Run 1, metal 1:
The bar under the picture is 10 microns long. Supply wires on this layer in grey.
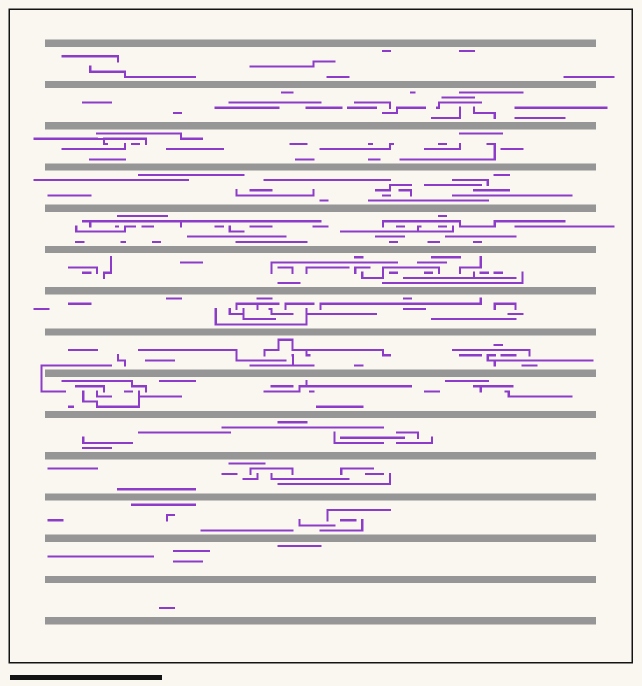
Run 1, the metal 2 layer:
Cells faint in the background.
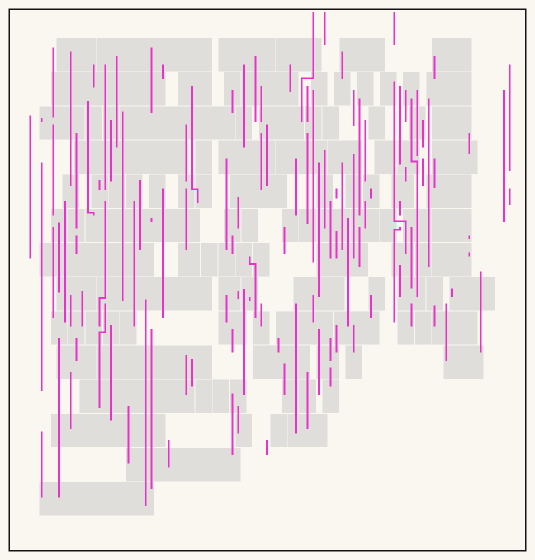
Run 1, the metal 3 layer:
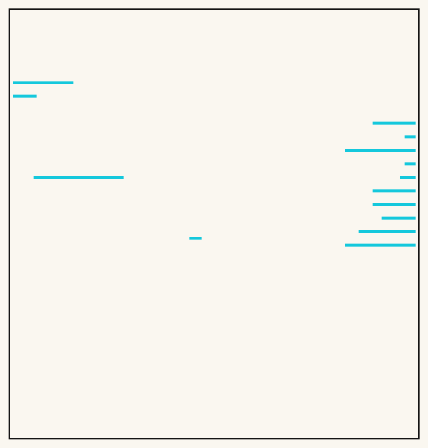
File: config.mk
export PLATFORM = sky130hd
export DESIGN_NAME = if_fetch_ctrl
export DESIGN_NICKNAME = d
export VERILOG_FILES = /design/src/rtl/if_fetch_ctrl.sv
export SDC_FILE = /design/constraint.sdc
export NUM_CORES = 1
export LEC_CHECK = 0
export ABC_AREA = 1
export CAP_MARGIN = 15
export CORE_AREA = 2 2 39 41
export CTS_BUF_LIST = sky130_fd_sc_hd__clkbuf_16
export DETAILED_ROUTE_END_ITERATION = 10
export DIE_AREA = 0 0 41 43
export PLACE_DENSITY = 0.78
export SLEW_MARGIN = 20
export SYNTH_ARGS = -nofsm -noshare
export SYNTH_HDL_FRONTEND = slang
export SYNTH_SLANG_ARGS = --single-unit
File: constraint.sdc
create_clock -name clk -period 2 [get_ports clk]
set_input_delay 0.2 -clock clk [delete_from_list [all_inputs] [get_ports clk]]
set_output_delay 0.2 -clock clk [all_outputs]
set_load 0.02 [all_outputs]
File: src/rtl/if_fetch_ctrl.sv
// Fetch-stage sequencing controller: next-PC source arbitration, load-use stalls, imem wait states.
// Optional performance counters are enabled with `define IF_FETCH_CTRL_PERF_EN.
module if_fetch_ctrl #(
  parameter int unsigned BOOT_HOLD = 2,
  parameter int unsigned LU_CYCLES = 1
`ifdef IF_FETCH_CTRL_PERF_EN
  ,
  parameter int unsigned CNT_W     = 16
`endif
) (
  input  logic       clk,
  input  logic       clrn,
  input  logic       stall_req,
  input  logic       br_taken,
  input  logic       jmp_req,
  input  logic       trap_req,
  input  logic       imem_ready,
  output logic [1:0] pcsource,
  output logic       pc_we,
  output logic       if_flush,
  output logic       id_stall,
  output logic       fetch_req,
  output logic [1:0] fsm_state
`ifdef IF_FETCH_CTRL_PERF_EN
  ,
  input  logic             perf_clr,
  output logic [CNT_W-1:0] redirect_cnt,
  output logic [CNT_W-1:0] stall_cnt,
  output logic [CNT_W-1:0] wait_cnt
`endif
);

  localparam int unsigned BOOT_W = 4;
  localparam int unsigned LU_W   = 3;

  typedef enum logic [1:0] {
    S_BOOT  = 2'b00,
    S_FETCH = 2'b01,
    S_STALL = 2'b10,
    S_WAIT  = 2'b11
  } state_e;

  state_e            state_q, state_d;
  logic [BOOT_W-1:0] boot_cnt_q, boot_cnt_d;
  logic [LU_W-1:0]   lu_cnt_q, lu_cnt_d;
  logic [1:0]        redir_sel;

  always_ff @(posedge clk or negedge clrn) begin
    if (!clrn) begin
      state_q    <= S_BOOT;
      boot_cnt_q <= '0;
      lu_cnt_q   <= '0;
    end else begin
      state_q    <= state_d;
      boot_cnt_q <= boot_cnt_d;
      lu_cnt_q   <= lu_cnt_d;
    end
  end

  // Highest-priority redirect source; 00 means no redirect requested.
  always_comb begin
    if (trap_req)      redir_sel = 2'b11;
    else if (jmp_req)  redir_sel = 2'b10;
    else if (br_taken) redir_sel = 2'b01;
    else               redir_sel = 2'b00;
  end

  // Next state and Mealy controls; a redirect acts in the cycle it is requested.
  always_comb begin
    state_d    = state_q;
    boot_cnt_d = boot_cnt_q;
    lu_cnt_d   = lu_cnt_q;
    pcsource   = 2'b00;
    pc_we      = 1'b0;
    if_flush   = 1'b1;
    id_stall   = 1'b0;
    fetch_req  = 1'b0;
    unique case (state_q)
      S_BOOT: begin
        if (boot_cnt_q == BOOT_W'(BOOT_HOLD - 1)) begin
          boot_cnt_d = '0;
          state_d    = S_FETCH;
        end else begin
          boot_cnt_d = boot_cnt_q + BOOT_W'(1);
        end
      end
      S_FETCH: begin
        fetch_req = 1'b1;
        if (redir_sel != 2'b00) begin
          pcsource = redir_sel;
          pc_we    = 1'b1;
        end else if (stall_req) begin
          id_stall = 1'b1;
          if_flush = 1'b0;
          lu_cnt_d = LU_W'(LU_CYCLES - 1);
          if (LU_CYCLES > 1) state_d = S_STALL;
        end else if (imem_ready) begin
          pc_we    = 1'b1;
          if_flush = 1'b0;
        end else begin
          state_d = S_WAIT;
        end
      end
      S_STALL: begin
        // Only a trap can break a stall; branches/jumps re-present afterwards.
        if (trap_req) begin
          pcsource = 2'b11;
          pc_we    = 1'b1;
          lu_cnt_d = '0;
          state_d  = S_FETCH;
        end else begin
          id_stall = 1'b1;
          if_flush = 1'b0;
          if (lu_cnt_q <= LU_W'(1)) begin
            lu_cnt_d = '0;
            state_d  = S_FETCH;
          end else begin
            lu_cnt_d = lu_cnt_q - LU_W'(1);
          end
        end
      end
      S_WAIT: begin
        fetch_req = 1'b1;
        if (redir_sel != 2'b00) begin
          pcsource = redir_sel;
          pc_we    = 1'b1;
          state_d  = S_FETCH;
        end else if (imem_ready) begin
          pc_we    = 1'b1;
          if_flush = 1'b0;
          state_d  = S_FETCH;
        end
      end
      default: state_d = S_BOOT;
    endcase
  end

  assign fsm_state = state_q;

`ifdef IF_FETCH_CTRL_PERF_EN
  logic [CNT_W-1:0] redirect_cnt_q, redirect_cnt_d;
  logic [CNT_W-1:0] stall_cnt_q, stall_cnt_d;
  logic [CNT_W-1:0] wait_cnt_q, wait_cnt_d;
  logic             redirect_evt, stall_evt, wait_evt;

  assign redirect_evt = pc_we && (pcsource != 2'b00);
  assign stall_evt    = id_stall;
  assign wait_evt     = (state_q == S_WAIT);

  // Saturating event counters; perf_clr wins over increment.
  always_comb begin
    redirect_cnt_d = redirect_cnt_q;
    stall_cnt_d    = stall_cnt_q;
    wait_cnt_d     = wait_cnt_q;
    if (perf_clr) begin
      redirect_cnt_d = '0;
      stall_cnt_d    = '0;
      wait_cnt_d     = '0;
    end else begin
      if (redirect_evt && (redirect_cnt_q != '1)) redirect_cnt_d = redirect_cnt_q + CNT_W'(1);
      if (stall_evt && (stall_cnt_q != '1))       stall_cnt_d    = stall_cnt_q + CNT_W'(1);
      if (wait_evt && (wait_cnt_q != '1))         wait_cnt_d     = wait_cnt_q + CNT_W'(1);
    end
  end

  always_ff @(posedge clk or negedge clrn) begin
    if (!clrn) begin
      redirect_cnt_q <= '0;
      stall_cnt_q    <= '0;
      wait_cnt_q     <= '0;
    end else begin
      redirect_cnt_q <= redirect_cnt_d;
      stall_cnt_q    <= stall_cnt_d;
      wait_cnt_q     <= wait_cnt_d;
    end
  end

  assign redirect_cnt = redirect_cnt_q;
  assign stall_cnt    = stall_cnt_q;
  assign wait_cnt     = wait_cnt_q;
`endif

endmodule

==> datasheet_impl.txt, run 1 <==
Characteristics after synthesis and place and route

Parameter                              Value

Cells and area
  Area growth from synthesis to layout    37.93%
  Commonest non-fill, non-tap cell in the layout    sky130_fd_sc_hd__nand2_1

STA
  Worst Tran Pin Value    between 300 and 400 ps
  Maximum clock skew at final layout    about 1.6 ps
  Highest clock frequency the design can meet    around 0.54 GHz
  Slew Limit Fails    0

Routing
  Detail-routed via count per cell    4.611
  First-pass DRT Iterations    4
  Total DRC errors in the routed layout    0

Setup path
  Critical path launch point    fsm_state[1]
  CP max FO    4
  Reg-to-reg critical path endpoint    lu_cnt_q[0]
  Kind of critical path    reg2out

GRT
  Global router's overall resource usage    ~17%
  First-pass GRT wire length    a little under 2000 microns
  Maximum number of pins on one net before global-route repair    10

Power
  Peak supply drop    0.7511 mV
  Total design power    900.0 uW
  Power per cell area    roughly 1000 nW/um^2

Synth
  Registers, synthesis    9
  Post-synthesis sequential area ratio    34.48%
  Nets in the synthesized netlist    slightly above 100

Clocking
  Number of buffers inserted for hold repair after clock tree synthesis    0
  Clk sink count    9
  Clock tree from TritonCTS    yes
  Clock transition at the registers of the reported paths    roughly 40 ps
  Number of buffers inserted during clock tree synthesis    3

Flow run
  OpenROAD warning count    30

Outcome
  Status    finished, final reports clean

Hold path
  Path category of the worst min-delay check    in2async

Placement
  Buffers on Ports    14
## Picture notes: 'metal 1'
- nets with wire on the layer: 104
- wire length on this layer: 578 microns
- longest straight run: 15.6 microns
Routed Wire Length: 1245 microns
global routing met1 resource utilization: 19.11%

## Picture notes: 'the metal 2 layer'
- longest straight run: 18.0 microns
- main direction: vertical
routed vias: 581
met2 usage in global routing: 26.56%

## Picture notes: 'the metal 3 layer'
- main direction: horizontal
- wire length on this layer: 54.6 microns
- share of all routed wire: 4.4%
- nets with wire on the layer: 14
- longest straight run: 8.70 microns

==> run 1: where the power goes <==
part | internal [mW] | leakage (nW) | total (mW) | switching, mW
Clock | 0.260 | 0.0423 | 0.339 | 0.0785
Sequential | 0.194 | 0.119 | 0.198 | 0.00459
Combinational | 0.148 | 0.298 | 0.363 | 0.215
==> run 1: cells by family after synthesis <==
| family | Yosys count | share of synthesized area, % |
|---|---|---|
| buffers and inverters | 15 | 8.620 |
| adders and majority gates | 6 | 11.49 |
| xor gates and xnor gates | 4 | 5.365 |
| and+or+nand+nor | 51 | 35.82 |
| DFF | 9 | 34.48 |
| AOI/OAI and AO/OA | 5 | 4.214 |
==> run 1: registers in the layout (all words and copies together), names as in the netlist <==
signal      cells
lu_cnt_q        3
fsm_state       2
boot_cnt_q      4
==> run 1: per-layer routing <==
metal  track usage, %  share of wire [%]
met1            19.11                 46
met4            10.00                  0
met5                0                  0
met2            26.56                 49
met3            4.712                4.3
==> run 1: area by class of cell <==
type,instances,area share (%)
clock buffer,3,8.333
inverter,15,6.250
multi-input combinational,66,41.25
timing repair buffer,16,16.53
sequential,9,25.00
clock inverter,1,0.4167
tap,16,2.222
==> run 1: critical path, cell delays in order (launching register included) <==
cell and delay, ps:
sky130_fd_sc_hd__dfrtp_1 370, sky130_fd_sc_hd__buf_4 150, sky130_fd_sc_hd__ha_1 180, sky130_fd_sc_hd__nor2_1 140, sky130_fd_sc_hd__inv_1 50, sky130_fd_sc_hd__clkdlybuf4s50_1 530
==> run 1: how the worst min path moves through the flow <==
stage                             start       endpoint  slack, ps  depth (start not counted)
after CTS                          clrn  boot_cnt_q[0]        270                          1
after global routing               clrn   fsm_state[0]        300                          1
after detailed placement  boot_cnt_q[3]  boot_cnt_q[3]        480                          1
after global placement    boot_cnt_q[3]  boot_cnt_q[3]        470                          1
after floorplan                    clrn  boot_cnt_q[0]       -100                          0
final                              clrn   fsm_state[1]        260                          1
==> run 1: what timing repair did <==
action	in CTS	in global routing
endpoints found under the setup margin	5	0
endpoints found under the hold margin	0	0
resized	5	0
==> run 1: cells in the mapped netlist <==
cell type / n / area share [%]
sky130_fd_sc_hd__inv_1: 14 / 8.0
sky130_fd_sc_hd__nand3_2: 1 / 1.5
sky130_fd_sc_hd__nand2_2: 1 / 0.96
sky130_fd_sc_hd__or2_0: 1 / 0.96
sky130_fd_sc_hd__o21ai_0: 1 / 0.77
sky130_fd_sc_hd__nor2_2: 2 / 1.9
sky130_fd_sc_hd__nand2_1: 24 / 14
sky130_fd_sc_hd__nand3_1: 3 / 2.3
sky130_fd_sc_hd__dfrtp_1: 9 / 34
sky130_fd_sc_hd__xor2_1: 2 / 2.7
sky130_fd_sc_hd__nor2_1: 16 / 9.2
sky130_fd_sc_hd__a21oi_1: 2 / 1.5
sky130_fd_sc_hd__inv_2: 1 / 0.57
sky130_fd_sc_hd__ha_1: 6 / 11
sky130_fd_sc_hd__nor2_4: 3 / 5.2
sky130_fd_sc_hd__o21ai_1: 1 / 0.77
sky130_fd_sc_hd__o21a_1: 1 / 1.1
sky130_fd_sc_hd__xnor2_1: 2 / 2.7
Run 1, placed cells, one colour a class:
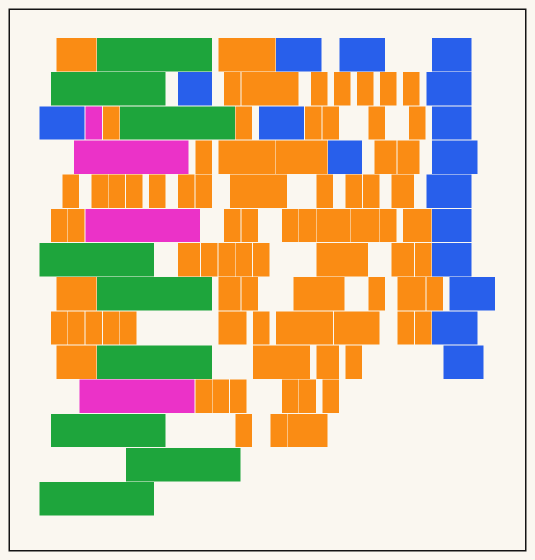

==> run 1 -> run 2 <==
- GPL_TIMING_DRIVEN: not set -> 0
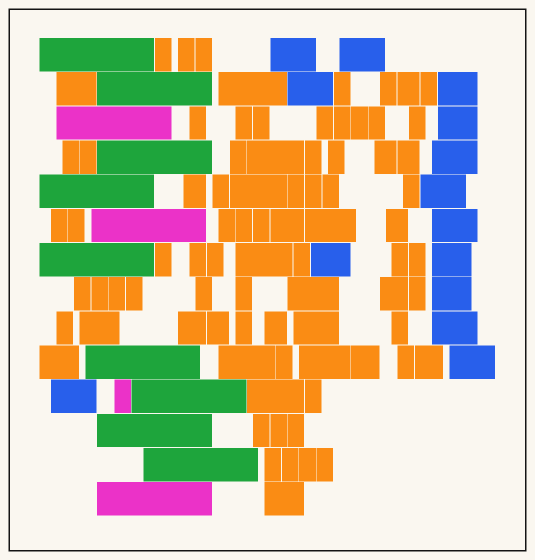
Run 2: placed cells, one colour a class
- all other logic: orange (cells 81)
- flip-flops: green (cells 9)
- other buffers and delay cells: blue (cells 14)
- clock drivers and dummy loads: magenta (cells 4)

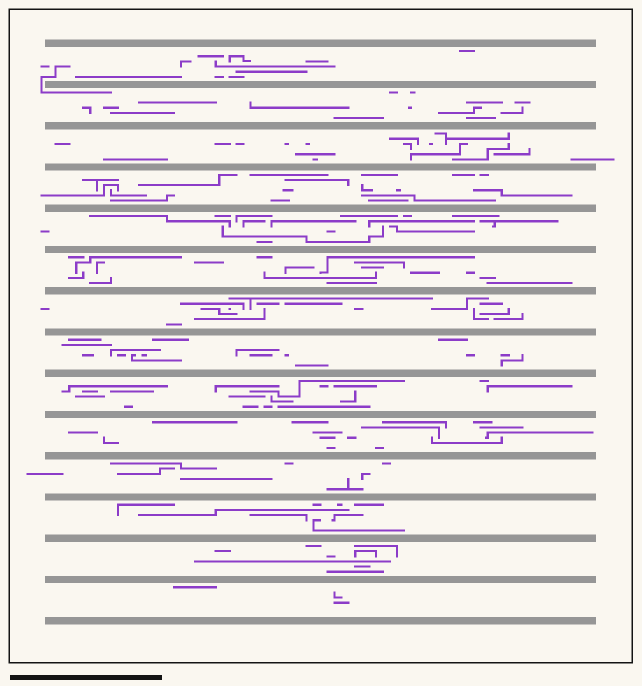
Run 2: metal 1
The bar under the picture is 10 microns long. Supply wires on this layer in grey.
- share of all routed wire: 41%
- longest straight run: 13.3 microns
- main direction: horizontal
Routed Wire Length: 1291 microns
routed vias: 591

==> run 2 against run 1 <==
Fmax fell by 2.5%. Non-clock buffer count fell by 2. Sequential share of layout area rose by 0.35 points. Via count rose by 1.7%. Die area did not move. Count of clock-buffer cells in the layout did not move. Design area fell by 1.4%. Final cell count fell by 1.6%. Sequential power rose by 5%. Routed wire length rose by 3.7%. Critical path depth rose by 1. Global-route usage rose by 1.8 points.
==> datasheet_impl.txt, run 2 <==
Characteristics after synthesis and place and route

Parameter                              Value

Outcome
  Status    finished, final reports clean

GRT
  Met3 track demand over resource in global routing    2.094%
  Global router's overall resource usage    a little under a fifth
  Maximum number of pins on one net before global-route repair    10
  Met2 usage in global routing    29.38%
  Global routing met1 resource utilization    between 20% and 30%
  Routing layer with the top usage in global route    met2

Clocking
  Clock transition at the registers of the reported paths    roughly 40 ps
  Clock tree from TritonCTS    yes
  Number of buffers inserted during clock tree synthesis    3

Placement
  Buffers on Ports    14

Cells and area
  Post-route design area    between 800 and 900 sq um
  Flip-flop count of the largest register after layout    4
  Register containing the most flip-flops in the final layout    boot_cnt_q
  Area growth from synthesis to layout    36.02%
  Commonest non-fill, non-tap cell in the layout    sky130_fd_sc_hd__nand2_1

STA
  Maximum clock skew at final layout    roughly 0.95 ps
  Highest clock frequency the design can meet    approximately 0.53 GHz
  Worst Tran Pin Value    between 300 and 400 ps
  Slew Limit Fails    0

Synth
  Largest cells by area after synthesis    sky130_fd_sc_hd__dfrtp_1, sky130_fd_sc_hd__nand2_1, sky130_fd_sc_hd__ha_1, sky130_fd_sc_hd__nor2_1, sky130_fd_sc_hd__inv_1
  Top FF cell, synth    sky130_fd_sc_hd__dfrtp_1
  Number of flops mapped to enable cells by yosys    0
  Largest type area fraction    between 30% and 40%
  Ys async rst share    100.0%
  Ranking of synthesized cells by instance count    sky130_fd_sc_hd__nand2_1, sky130_fd_sc_hd__nor2_1, sky130_fd_sc_hd__inv_1
  Registers, synthesis    9
  Nets in the synthesized netlist    roughly 100
  Post-synthesis sequential area ratio    34.48%

Hold path
  Path category of the worst min-delay check    in2async

Routing
  First-pass DRT Iterations    4
  Total DRC errors in the routed layout    0

Power
  Peak supply drop    0.8053 mV
  Power per cell area    about 1000 nW/um^2

Setup path
  CP max FO    5
  Crit-path slowest cell    sky130_fd_sc_hd__dfrtp_1
  Crit-path max cell delay    around 400 ps
  Kind of critical path    reg2out

Flow run
  OpenROAD warning count    30
[run 2: final cells by class]
cell class	instances	area [sq um]
Clock buffer	3	75.07
Clock inverter	1	3.754
Fill cell	122	495.5
Inverter	15	56.30
Multi-Input combinational cell	66	374.1
Sequential cell	9	225.2
Tap cell	16	20.02
Timing Repair Buffer	14	133.9
[run 2: final timing paths]
kind,depth (start not counted),start,to,slack (ps)
max in group asynchronous,1,clrn,lu_cnt_q[0],1460
min,1,clrn,boot_cnt_q[2],260
min in group clk,1,boot_cnt_q[3],boot_cnt_q[3],470
min reg2reg,1,boot_cnt_q[3],boot_cnt_q[3],470
max reg2reg,6,fsm_state[0],boot_cnt_q[3],550
max,6,fsm_state[1],id_stall,110
[run 2: per-stage QoR]
stage,total power [mW],util [%],setup TNS (ps)
detailed placement,0.5746,58.77,-53.40
finish,0.8871,64.20,0
global placement,0.5709,58.77,-33.16
CTS,0.8920,64.01,0
floorplan,0.4203,-,0
global route,0.9431,64.20,0
[run 2: report_power, final]
part           internal [mW]  switching (mW)
combinational          0.136           0.204
sequential             0.194          0.0132
clock                  0.260          0.0797
total                  0.590           0.297
[run 2: repair_timing]
| action | CTS | global route |
|---|---|---|
| setup buffers | 0 | 0 |
| setup endpoints to repair | 5 | 6 |
| resized | 5 | 1 |
| cloned | 0 | 0 |
| hold buffers | 0 | 0 |
[run 2: worst max-delay path, delay by kind of cell, from the launching register on]
family	cells	cell delay, ps
AOI/OAI and AO/OA	1	120
buffers and inverters	2	430
DFF	1	410
and+or+nand+nor	2	260
adders and majority gates	1	220
[run 2: cell families (layout without fill, tap and decap cells)]
| kind of cell | count (synthesis) | in the layout | share of synthesized area (%) |
|---|---|---|---|
| AOI/OAI and AO/OA | 5 | 5 | 4.214 |
| xor gates and xnor gates | 4 | 4 | 5.365 |
| adders and majority gates | 6 | 6 | 11.49 |
| buffers and inverters | 15 | 33 | 8.620 |
| DFF | 9 | 9 | 34.48 |
| and+or+nand+nor | 51 | 51 | 35.82 |
[run 2: layer usage]
layer / share of wire (%) / vias to the layer above
li1: - / 306
met1: 41 / 260
met2: 48 / 19
met3: 6.4 / 6
met4: 4.0 / 0
met5: 0 / -
Power figures rest on the tool's default switching activity, not on a simulated workload.
